flops_by_reg.png
Bar = 50 µm. Other sequential cells in the stronger gray, the rest of the logic in the fainter gray.
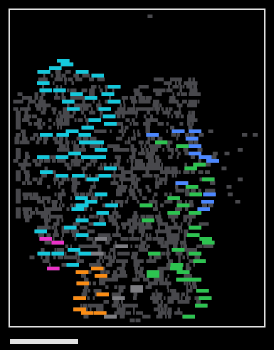
congestion.png
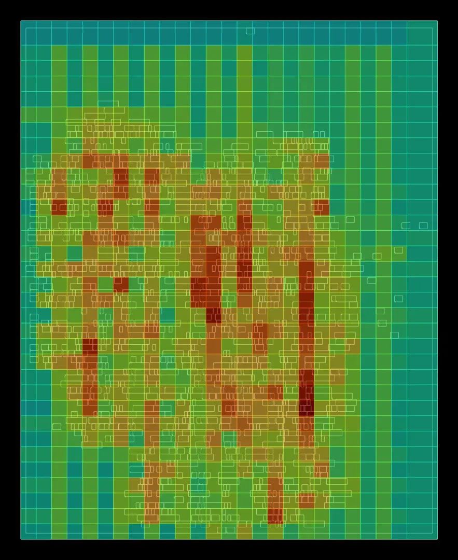
logic_types.png
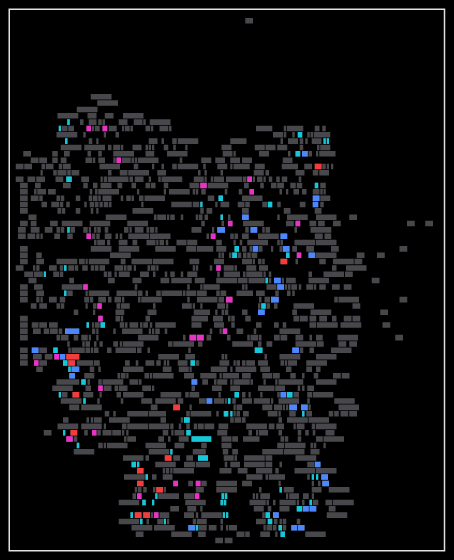
Design kyber_poly_sampler, sky130hd; sources not shown.
==> out/results.ini <==
[place]
port_buffers = 54
place_ws_ps = 4984
dp_hpwl_um = 21980
gp_congestion = 0.8181

[final_timing]
fin_crit_sh_pct = 56.59
tns_ps = 0
hold_viol = 0
setup_violations = 0
fin_crit_ps = 7131
slew_violations = 0
rsz0062_at_grt = no
skew_ps = 12.32
relSlewSlack_pct = 37.35
clock.fmax_mhz = 140.2
tightest_slew_ps = 939.8
whs_ps = 488.5
setup_ws_ps = 5469

[critical_path]
path_buffers = 4
cp_slowest_stage_delay_ps = 690
cp.required_ps = 12950
critical-path-top-delay-family = buffers and inverters
crit_chain = clkdlybuf4s50_1, a21oi_2, nor3b_2, o21ai_4, buf_4, inv_4, ha_1, inv_1, fa_1, xor2_2, o211a_4, nor2b_1, nand2_1, a31oi_1
worst_r2r_path_depth = 16
path_max_fanout = 76
crit_arrival_ps = 7480
worst_setup_path_end_kind = register
crit_cells = 14
start_kind = input port
rrSetupSlack_ps = 6740
worstSetupPathType = input port to register
critPathSlowestCell = inv_4

[power_and_ir_drop]
power_density_mw_per_mm2 = 240.3
ir_worst_vdd_uv = 108.7
leakage_uw = 0.005124

[floorplan]
num_rows = 83
ioPinCount = 55
die_h_um = 231.7
chip_area_mm2 = 0.04314
fp-utilization_pct = 25.28
core_area_mm2 = 0.04102
die_x_um = 186.2

[global_route]
antenna_found_initial = 0
grt.overflow.total = 0
first_global_vias = 8350
grt_max_degree = 77
grt_pass1_wl_um = 48180
grt_usage_pct = 14.38

[route]
ant_nets = 0
drtIter0Drc = 485
drc = 0
routed_wl_um = 29980
dr_total_vias = 8346
drtPass1Iterations = 5
viasPerCell = 4.805

[synthesis]
numSynthFlops = 119
syn_avg_cell_area_um2 = 8.886
top_area_cell = dfrtp_1
yosysWarnings = 0
netlist_top_cells_area = dfrtp_1 29%, ha_1 11%, nand2_1 6.8%
ys_seq_share_pct = 28.72
synthFlopType = dfrtp_1
ys_chip_area_mm2 = 0.01037
yosysCellCount = 1167
synth-async-reset-ratio_pct = 100.0
fp_nets = 1325
synth_cells = 1167
syn-cell-area_mm2 = 0.01037
netlist.area_leader.share_pct = 28.72
synth-edff-count = 0
synth.distinct_cells = 76

[job]
maxCapViolCount = 0
tool_warnings = 74

[min_path]
min_path_cells = 1
hp-class = register to register

[final_layout]
mostFrequentLayoutCells = 187 x nand2_1, 119 x dfrtp_1, 90 x inv_1, 88 x ha_1, 57 x mux2i_1
drive_gt1_share_pct = 10.38
largest_reg_flops = 56
nets = 1330
diodes = 0
fillers = 4407
syn2layout_area_growth_pct = 14.24
logic_area_mm2 = 0.006609

[clock_network]
cts_setup_buffers = 0
hold_buffers = 0
cts_sinks = 119
cts_buffer_depth = 2
cts_buffers = 17
clock_latency_ps = 440
h-tree-depth = 4
clk_pin_slew_worst_paths_ps = 60
cts.repair.resized = 0
cts_root_buf = clkbuf_16
cts_tree = yes

[outcome]
outcome = finished clean

Notes on flops_by_reg.png above:
cyan -> `buf_q`  # placed flops 56
magenta -> `buf_cnt`  # placed flops 3
blue -> `coef`  # placed flops 12, where middle right
orange -> `coef_cnt`  # placed flops 9
green -> `stg_q`  # placed flops 32
seq pwr: 637 µW
Util after Layout: 28.88%
Seq area share: 25.14%
sequential cell area: 0.002978 mm²

Notes on congestion.png above:
busiest grt layer: met2
WL per Instance: 17.26 µm
GR Util met2: 23.66%

Notes on logic_types.png above:
blue -> AND-OR and OR-AND gates  # cells 34, most used a22o_1
red -> XOR/XNOR gates  # cells 13
magenta -> AND and OR gates  # cells 29, most used and3_1
cyan -> NOR gates  # cells 70, most used nor2_1
most frequent logic cell in the layout: nand2_1
Post-Layout Cell Count: 1737
Comb area share: 55.79%

==> synth_stat cells, types with 22 or more instances <==
cell and count:
nand2_1 187, dfrtp_1 119, ha_1 90, inv_1 91, mux2i_1 57, buf_2 27
nor2_1 40, a21oi_1 42, mux2_2 52, o21ai_0 30, fa_1 29, nand3_1 43
clkbuf_1 27, a31oi_1 40, buf_4 22
==> where the power goes <==
group | internal (µW) | total, µW | switching, µW
combinational | 713 | 1740 | 1030
clock | 280 | 472 | 192
sequential | 498 | 637 | 139
total | 1490 | 2850 | 1360
==> final cells by class <==
| class | instances | area share, % |
|---|---|---|
| Multi-Input combinational cell | 875 | 55.79 |
| Sequential cell | 119 | 25.14 |
| Tap cell | 552 | 5.830 |
| Timing Repair Buffer | 67 | 5.556 |
| Clock buffer | 20 | 3.855 |
| Inverter | 92 | 2.957 |
| Clock inverter | 12 | 0.8766 |
==> metrics by stage <==
stage / cells / util (%) / instance area (µm²) / power [µW]
after CTS: 1736 / 28.81 / 11820 / 2874
after global routing: 1737 / 28.88 / 11850 / 3116
after floorplan: 1167 / - / 10370 / 1934
after global placement: 1704 / 27.45 / 11260 / 2370
after detailed placement: 1704 / 27.45 / 11260 / 2391
final: 1737 / 28.88 / 11850 / 2847
==> layer usage <==
metal / GRT usage (%) / vias up / part of all wire (%)
met1: 19.67 / 4058 / 47
met2: 23.66 / 153 / 48
met3: 1.992 / 33 / 3.1
li1: - / 4102 / -
met4: 3.839 / 0 / 1.5
met5: 0 / - / 0
==> cell families after synthesis <==
| kind of cell | count (synthesis) | share of synthesized area, % |
|---|---|---|
| multiplexers | 109 | 11.15 |
| AND/OR/NAND/NOR | 361 | 16.47 |
| AND-OR/OR-AND | 273 | 18.34 |
| flip-flops | 119 | 28.72 |
| XOR/XNOR | 13 | 1.170 |
| adder cells (fa/ha/maj) | 119 | 16.46 |
| buffers and inverters | 173 | 7.698 |
Power figures rest on the tool's default switching activity, not on a simulated workload.
